[src/rtl/score_display.sv]
// Score display back end: sequential shift-add-3 binary-to-BCD conversion feeding a 4-digit multiplexed seven-segment driver.
// Optional macro SCORE_DISPLAY_LIVES_DP_EN lights the decimal point on the lowest `lives` digits.
module score_display #(
   parameter int REFRESH_BITS = 17
) (
   input  logic        clb,
   input  logic        clr,
   input  logic [15:0] timealive,
   input  logic [1:0]  lives,
   output logic [6:0]  seg,
   output logic [3:0]  an,
   output logic        dp,
   output logic        busy
);

   typedef enum logic [1:0] {IDLE, SHIFT, LOAD} state_t;

   state_t                  state_q, state_d;
   logic [15:0]             src_q, src_d;
   logic [15:0]             bcd_q, bcd_d;
   logic [15:0]             disp_q, disp_d;
   logic [15:0]             last_val_q, last_val_d;
   logic [3:0]              cnt_q, cnt_d;
   logic [REFRESH_BITS-1:0] ref_q, ref_d;
   logic [6:0]              seg_q, seg_d;
   logic [3:0]              an_q, an_d;
   logic                    dp_q, dp_d;
   logic [15:0]             bcd_adj;
   logic [1:0]              sel_d;
   logic [3:0]              nib;

   function automatic logic [6:0] decode(input logic [3:0] n);
      case (n)
         4'd0:    decode = 7'b1000000;
         4'd1:    decode = 7'b1111001;
         4'd2:    decode = 7'b0100100;
         4'd3:    decode = 7'b0110000;
         4'd4:    decode = 7'b0011001;
         4'd5:    decode = 7'b0010010;
         4'd6:    decode = 7'b0000010;
         4'd7:    decode = 7'b1111000;
         4'd8:    decode = 7'b0000000;
         4'd9:    decode = 7'b0010000;
         default: decode = 7'b1111111;
      endcase
   endfunction

   always_comb begin
      state_d    = state_q;
      src_d      = src_q;
      bcd_d      = bcd_q;
      cnt_d      = cnt_q;
      disp_d     = disp_q;
      last_val_d = last_val_q;
      bcd_adj    = bcd_q;
      for (int i = 0; i < 4; i++) begin
         if (bcd_q[i*4 +: 4] >= 4'd5) begin
            bcd_adj[i*4 +: 4] = bcd_q[i*4 +: 4] + 4'd3;
         end
      end
      case (state_q)
         IDLE: begin
            // last_val keeps the raw value so a change between two saturated values still reconverts
            if (timealive != last_val_q) begin
               src_d      = (timealive > 16'd9999) ? 16'd9999 : timealive;
               last_val_d = timealive;
               bcd_d      = '0;
               cnt_d      = '0;
               state_d    = SHIFT;
            end
         end
         SHIFT: begin
            {bcd_d, src_d} = {bcd_adj[14:0], src_q, 1'b0};
            cnt_d          = cnt_q + 4'd1;
            if (cnt_q == 4'd15) begin
               state_d = LOAD;
            end
         end
         LOAD: begin
            disp_d  = bcd_q;
            state_d = IDLE;
         end
         default: state_d = IDLE;
      endcase
   end

   always_comb begin
      ref_d = ref_q + {{(REFRESH_BITS-1){1'b0}}, 1'b1};
      // Outputs are decoded from the next counter value so an/seg/dp line up with the counter itself
      sel_d = ref_d[REFRESH_BITS-1 -: 2];
      nib   = disp_q[3:0];
      case (sel_d)
         2'd0:    nib = disp_q[3:0];
         2'd1:    nib = disp_q[7:4];
         2'd2:    nib = disp_q[11:8];
         default: nib = disp_q[15:12];
      endcase
      seg_d = decode(nib);
      an_d  = ~(4'b0001 << sel_d);
`ifdef SCORE_DISPLAY_LIVES_DP_EN
      dp_d  = (sel_d >= lives);
`else
      dp_d  = 1'b1;
`endif
   end

`ifndef SCORE_DISPLAY_LIVES_DP_EN
   logic unused_lives;
   assign unused_lives = ^lives;
`endif

   always_ff @(posedge clb or posedge clr) begin
      if (clr) begin
         state_q    <= IDLE;
         src_q      <= '0;
         bcd_q      <= '0;
         cnt_q      <= '0;
         disp_q     <= '0;
         last_val_q <= '0;
         ref_q      <= '0;
         seg_q      <= 7'b1000000;
         an_q       <= 4'b1110;
         dp_q       <= 1'b1;
      end else begin
         state_q    <= state_d;
         src_q      <= src_d;
         bcd_q      <= bcd_d;
         cnt_q      <= cnt_d;
         disp_q     <= disp_d;
         last_val_q <= last_val_d;
         ref_q      <= ref_d;
         seg_q      <= seg_d;
         an_q       <= an_d;
         dp_q       <= dp_d;
      end
   end

   assign seg  = seg_q;
   assign an   = an_q;
   assign dp   = dp_q;
   assign busy = (state_q != IDLE);

endmodule

[config.mk]
export PLATFORM = sky130hd
export DESIGN_NAME = score_display
export DESIGN_NICKNAME = d
export VERILOG_FILES = /design/src/rtl/score_display.sv
export SDC_FILE = /design/constraint.sdc
export NUM_CORES = 1
export LEC_CHECK = 0
export ABC_AREA = 1
export CORE_ASPECT_RATIO = 0.7
export CORE_MARGIN = 2
export CORE_UTILIZATION = 59
export DETAILED_ROUTE_END_ITERATION = 10
export GPL_TIMING_DRIVEN = 1
export PLACE_DENSITY = 0.88
export SYNTH_ARGS = -nofsm -noshare
export SYNTH_HDL_FRONTEND = slang
export SYNTH_SLANG_ARGS = --single-unit
export TNS_END_PERCENT = 50
[constraint.sdc]
create_clock -name clb -period 4.04 [get_ports clb]
set_input_delay 1.01 -clock clb [delete_from_list [all_inputs] [get_ports clb]]
set_output_delay 1.01 -clock clb [all_outputs]
set_load 0.02 [all_outputs]
Fig. 1: run 1, M2 wires
(3 px per um) Cells faint in the background.
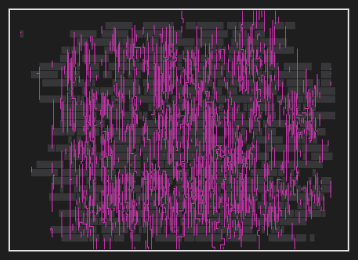
The longest straight run is 36.4 um. The wires run mostly vertical. The layer carries 5,050 um of wire. The layer holds 48% of the routed length.

Fig. 2: run 1, clock distribution
(4 px per um)
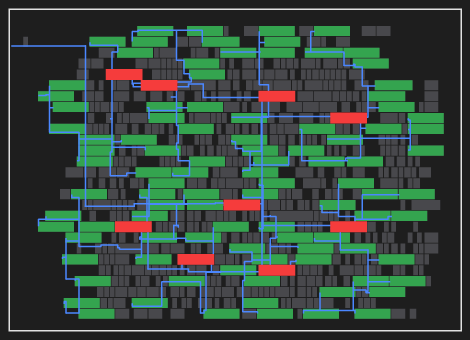
Key: blue = clock wires [length 1,100 um]; green = flip-flops [count 98]; red = cells driving clock nets [count 9]
Position of the flops: widely spread. There are 10 routed clock nets.

Fig. 3: run 1, placed cells, one colour a class
(3 px per um) Fill, decap, tap and diode cells in grey.
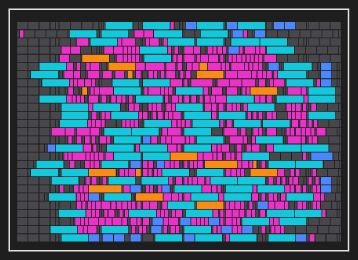
Key: blue = other buffers and delay cells [cells 34]; orange = clock drivers and dummy loads [cells 16]; magenta = all other logic [cells 439]; cyan = flip-flops [cells 98]
fraction of standard cell area that is sequential: 44.15%
final cell utilization of the core: 70.10%
standard-cell rows: 27
Non-Filler Cell Area, Final: 5565 um^2

==> GITHUB_STEP_SUMMARY, run 1 <==
### Yosys + OpenROAD results

| Metric | Value |
|---|---|
| Highest routed metal layer | met4 |
| Result of the run | finished clean |
| Setup total negative slack | 0 ns |
| Total of cells resized after clock tree synthesis | 0 |
| Sequential fraction of design power | 37.7% |
| Fin crit share | 80.77% |
| Xor-xnor portion of the synthesized cell area | 4.314% |
| Layout cells sized above 1 | 11.41% |
| Type of the worst min-delay path | flip-flop to flip-flop |
| Critical path destination | src_q[4] |
| Latency at later pin | 0.35 ns |
| Area share of the largest cell type after synthesis | 48.28% |
| Filler instances | 542 |
| GRT Total Usage | 25.52% |
| Mapped Area | 4872 um^2 |
| Grt met2 use | 42.04% |
| Post-Synthesis Mean Instance Area | 8.779 um^2 |
| First-pass GRT wire length | 18,170 um |
| Post-Route Skew | 0.007563 ns |
| Most common cell in the netlist | sky130_fd_sc_hd__nand2_1 |
| Yosys simple share | 23.34% |
| Minimum period implied by the final worst setup slack | 3.263 ns |
| Count of TritonRoute iterations in the first routing pass | 7 |
| Power in the clock group | 0.898 mW |
| CP Data Arrival Time | 3.48 ns |
| Net Switching | 1.677 mW |
| Combined area of the multi-input logic cells | 2041 um^2 |
| Die height | 80.03 um |
| Critical register-to-register path endpoint | src_q[4] |
| Total via count in the routed design | 3,927 |
| Seq/Total Area, Yosys | 50.44% |
| Synth top cells by count | sky130_fd_sc_hd__nand2_1 (116), sky130_fd_sc_hd__dfrtp_1 (94), sky130_fd_sc_hd__inv_1 (68), sky130_fd_sc_hd__o21ai_0 (58), sky130_fd_sc_hd__nand3_1 (40) |
| RR Startpoint | state_q[0] |
| Amount of wire on met3 after detailed routing | 653 um |
| Switching part of the total power | 39.48% |
| Buffers added on ports | 29 |
| Pwr Density | 763.4 nW/um^2 |
| Maximum Capacitance Violations | 0 |
| Unrepaired setup endpoints after global routing | false |
| Post-synth EDFFs | 0 |
| Compound Share, Synth | 10.81% |
| Ant. Diodes | 0 |
| Most frequent logic cells in the routed design | sky130_fd_sc_hd__nand2_1 (116), sky130_fd_sc_hd__dfrtp_1 (94), sky130_fd_sc_hd__inv_1 (67) |
| Postcts setup bufs | 0 |
| DIE AREA | 9013 um^2 |
| Top cells by area, synth | sky130_fd_sc_hd__dfrtp_1 (48%), sky130_fd_sc_hd__nand2_1 (8.9%), sky130_fd_sc_hd__o21ai_0 (6.0%), sky130_fd_sc_hd__inv_1 (5.2%), sky130_fd_sc_hd__nand3_1 (4.1%) |
| Cts hold-fix bufs | 0 |
| Post-route worst setup slack | 0.7768 ns |
| Chip area estimate from yosys synthesis | 4872 um^2 |
| Routability congestion estimate | 0.8398 |
| Nets in the synthesized netlist | 588 |
| Yosys Warn Count | 0 |
| Multi-Input Combinational | 363 |
| Flops | 98 |
| Drt total wl | 10,530 um |
| Clkbuf count | 10 |
| Total power draw | 4.248 mW |
| Maximum vdd ir drop | 343.1 uV |
| Inverter tally of the final layout excluding the clock network | 76 |
| Transition at the pin with the smallest max-transition slack | 0.8618 ns |
| Global-route track usage on met3 | 6.834% |
| Most numerous logic cell after layout | sky130_fd_sc_hd__nand2_1 |
| Yosys top cell by area | sky130_fd_sc_hd__dfrtp_1 |
| CP endpoint kind | flip-flop |
| Fraction of met1 tracks used by global routing | 32.13% |
| Number of global-route vias before repair | 3,951 |
| Final count of hold timing violations | 0 |
| #FFs+latches synth | 98 |
| Violation count after the first detailed-routing iteration | 296 |
| Largest logic family | simple AND/OR/NAND/NOR gates |
| Final tally of max-slew violations | 0 |
| Hold slack | 0.4752 ns |
| Layout buffering overhead excluding clock cells | 6.115% |
| Largest contributor to cell area by class | flip-flops and latches |
| R2r worst-path depth | 8 |
| Data required time of the worst path | 4.25 ns |
| Share of synthesized area spent on multiplexers | 0% |
| Detail-routed net length per standard cell | 15.30 um |
| Fraction of power consumed by the clock network | 21.1% |
| Logic gate fraction of the total cell area | 36.67% |
| Area of the core region | 7939 um^2 |
| Die Span X | 112.6 um |
| Synth cell types | 44 |
| Initial antenna violation count | 0 |
| Worst min-delay path startpoint | ref_q[13] |
| Maximum number of pins on one net before global-route repair | 50 |
-- run 1: critical path: stages --
cell and delay, ns:
sky130_fd_sc_hd__clkdlybuf4s50_1 0.49, sky130_fd_sc_hd__inv_1 0.07, sky130_fd_sc_hd__nand2_1 0.06, sky130_fd_sc_hd__nand4_1 0.14
sky130_fd_sc_hd__nor4_1 0.43, sky130_fd_sc_hd__nand2_1 0.26, sky130_fd_sc_hd__nand2_1 0.14, sky130_fd_sc_hd__nand2_1 0.26
sky130_fd_sc_hd__buf_4 0.37, sky130_fd_sc_hd__o21ai_0 0.14, sky130_fd_sc_hd__o21ai_0 0.12
-- run 1: flip-flops by register name (all words and copies together), names as in the netlist --
register	count
state_q	2
disp_q	16
bcd_q	16
last_val_q	16
an	4
src_q	16
ref_q	17
cnt_q	4
seg	7
--- run 2 (diff from run 1) ---
==> constraint.sdc (replaced) <==
create_clock -name clb -period 3.4 [get_ports clb]
set_input_delay 0.85 -clock clb [delete_from_list [all_inputs] [get_ports clb]]
set_output_delay 0.85 -clock clb [all_outputs]
set_load 0.02 [all_outputs]
Fig. 4: run 2, placed cells, one colour a class
(3 px per um) Fill, decap, tap and diode cells in grey.
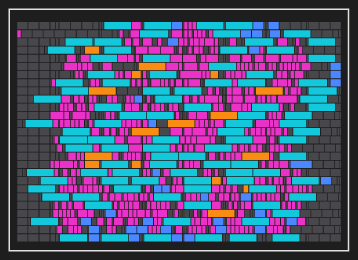
Key: blue = other buffers and delay cells [cells 36]; cyan = flip-flops [cells 98]; magenta = all other logic [cells 439]; orange = clock drivers and dummy loads [cells 16]

Fig. 5: run 2, M2 wires
(3 px per um) Cells faint in the background.
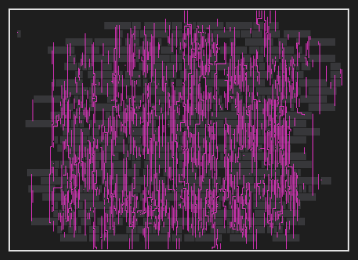
The wires run mostly vertical. 518 nets have wire on it.
drt total wl: 10,620 um
grt met2 use: 41.68%

==> GITHUB_STEP_SUMMARY, run 2 <==
### Yosys + OpenROAD results

| Metric | Value |
|---|---|
| Number of buffer and inverter stages on the critical path | 3 (unchanged) |
| Critical path destination | src_q[4] |
| Fin crit share | 80.31% |
| Total via count in the routed design | 3,910 (-0.43%) |
| Result of the run | finished clean |
| Placed cell area | 5271 um^2 |
| Synth cell types | 44 (unchanged) |
| Routability congestion estimate | 0.8255 (-1.7%) |
| Final Non-Filler Cells | 690 |
| Cell-by-cell listing of the critical path | clkdlybuf4s50_1 > inv_1 > nand2_1 > nand4_1 > nor4_1 > nand2_1 > nand2_1 > nand2_1 > buf_4 > o21ai_0 > o21ai_0 |
| Switching part of the total power | 40.50% (+1.0 points) |
| Top cells by area, synth | sky130_fd_sc_hd__dfrtp_1 (48%), sky130_fd_sc_hd__nand2_1 (8.9%), sky130_fd_sc_hd__o21ai_0 (6.0%), sky130_fd_sc_hd__inv_1 (5.2%), sky130_fd_sc_hd__nand3_1 (4.1%) |
| Largest logic family | simple AND/OR/NAND/NOR gates |
| Initial antenna violation count | 0 (unchanged) |
| Combined area of the multi-input logic cells | 2041 um^2 (unchanged) |
| Worst slack at placement | 0.3509 ns |
| Final count of hold timing violations | 0 (unchanged) |
| Area of the core region | 7939 um^2 (unchanged) |
| Nets in the synthesized netlist | 588 (unchanged) |
| Setup total negative slack | 0 ns (unchanged) |
| Cell type group with the largest total delay on the critical path | simple AND/OR/NAND/NOR gates |
| Filler instances | 543 (+0.18%) |
| Mapped Area | 4872 um^2 (unchanged) |
| Maximum number of pins on one net before global-route repair | 48 (-4.0%) |
| Critical path's slowest cell | sky130_fd_sc_hd__clkdlybuf4s50_1 |
| Detail-routed net length per standard cell | 15.39 um (+0.56%) |
| RR Startpoint | ref_q[0] |
| Die Span X | 112.6 um (unchanged) |
| Most frequent logic cells in the routed design | sky130_fd_sc_hd__nand2_1 (116), sky130_fd_sc_hd__dfrtp_1 (94), sky130_fd_sc_hd__inv_1 (67) |
| DIE AREA | 9013 um^2 (unchanged) |
| Final cell utilization of the core | 70.07% (about the same) |
| Chip area estimate from yosys synthesis | 4872 um^2 (unchanged) |
| Post-Route Skew | 0.007073 ns (-0.0004903 ns) |
| Standard-cell rows | 27 (unchanged) |
| Transition at the pin with the smallest max-transition slack | 0.8667 ns (+0.004866 ns) |
| Postcts setup bufs | 0 (unchanged) |
| Final tally of max-slew violations | 0 (unchanged) |
| Ant. Diodes | 0 (unchanged) |
| Seq/Total Area, Yosys | 50.44% (unchanged) |
| #FFs+latches synth | 98 (unchanged) |
| Non-Filler Cell Area, Final | 5563 um^2 (about the same) |
| Dominant register cell | sky130_fd_sc_hd__dfrtp_1 |
| Critical register-to-register path endpoint | seg[3] |
| R2r worst-path depth | 16 (+8) |
| Compound Share, Synth | 10.81% (unchanged) |
| Post-Synthesis Mean Instance Area | 8.779 um^2 (unchanged) |
| Post-route worst setup slack | 0.6694 ns (-0.1074 ns) |
| Top Consumer | combinational logic |
| Power in the clock group | 0.987 mW (+9.9%) |
| Design internal power | 2.962 mW |
| Type of the worst min-delay path | flip-flop to flip-flop |
| Most numerous logic cell after layout | sky130_fd_sc_hd__nand2_1 |
| Latency at later pin | 0.34 ns (about the same) |
| Largest reg by FF count | ref_q |
| Post-synth EDFFs | 0 (unchanged) |
| Maximum Capacitance Violations | 0 (unchanged) |
| Worst path depth | 11 (unchanged) |
| Yosys top cell by area | sky130_fd_sc_hd__dfrtp_1 |
| Yosys Warn Count | 0 (unchanged) |
| Final HPWL DP | 7161 um |
| Count of TritonRoute iterations in the first routing pass | 5 (-2) |
| Minimum period implied by the final worst setup slack | 2.731 ns |
| Number of global-route vias before repair | 3,895 (-1.4%) |
| Area share of the largest cell type after synthesis | 48.28% (unchanged) |
| Unrepaired setup endpoints after global routing | false |
| Buffers added on ports | 29 (unchanged) |
| Sequential fraction of design power | 38.4% (+0.7 points) |
| Net Switching | 2.016 mW (+20%) |
| Cts hold-fix bufs | 0 (unchanged) |
| Most numerous cell on the critical path | sky130_fd_sc_hd__nand2_1 |
| Share of synthesized area spent on multiplexers | 0% (unchanged) |
| Xor-xnor portion of the synthesized cell area | 4.314% (unchanged) |
| Number of flip-flops in the largest register | 17 (unchanged) |
| Maximum vdd ir drop | 468.8 uV (+37%) |
| Yosys simple share | 23.34% (unchanged) |
| CP Data Arrival Time | 2.94 ns (-0.54 ns) |
| Hold slack | 0.4683 ns (-0.006900 ns) |
| First-pass GRT wire length | 18,290 um (+0.61%) |
| CP endpoint kind | flip-flop |
| Layout cells sized above 1 | 11.88% (+0.47 points) |
| Total of cells resized after clock tree synthesis | 0 (unchanged) |
| Fraction of power consumed by the clock network | 19.8% (-1.3 points) |
| GRT Total Usage | 25.54% (about the same) |
| Total power draw | 4.978 mW (+17%) |
Fig. 6: run 2, ports around the boundary
(2 px per um) Pins as bars across the die edge, other pins in grey.
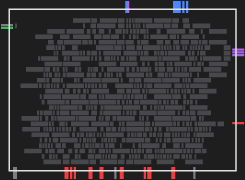
Key: purple = `an` [pins 4, direction output, edge 3 right, 1 top]; green = `clb` [pins 1, direction input, edge left]; red = `timealive` [pins 16, direction input, edge 15 bottom, 1 right]; blue = `seg` [pins 7, direction output, edge top]

[run 2: cell counts after synthesis]
No cell type changed its count.
[run 2: kinds of logic after synthesis]
| group | count (synthesis) |
|---|---|
| xor+xnor | 24 |
| simple gates | 230 |
| buf+inv | 94 |
| fa+ha+maj | 13 |
| other cells | 1 |
| flops | 98 |
| compound gates | 95 |
[run 2: layer usage]
metal  wire length, um  up-vias  track usage, %
met4               205        0           9.146
met5                 0        -               0
met1              4690     1879           34.61
met3               600       27           4.784
li1                  -     1853               -
met2              5121      151           41.68
[run 2: cell type report]
type,count,share of cell area [%]
timing repair buffer,36,6.388
inverter,76,5.241
clock inverter,5,0.6973
tap,101,2.272
clock buffer,11,4.543
multi-input combinational,363,36.68
sequential,98,44.17
No activity file was given, so power comes from the tool's default toggle rates.
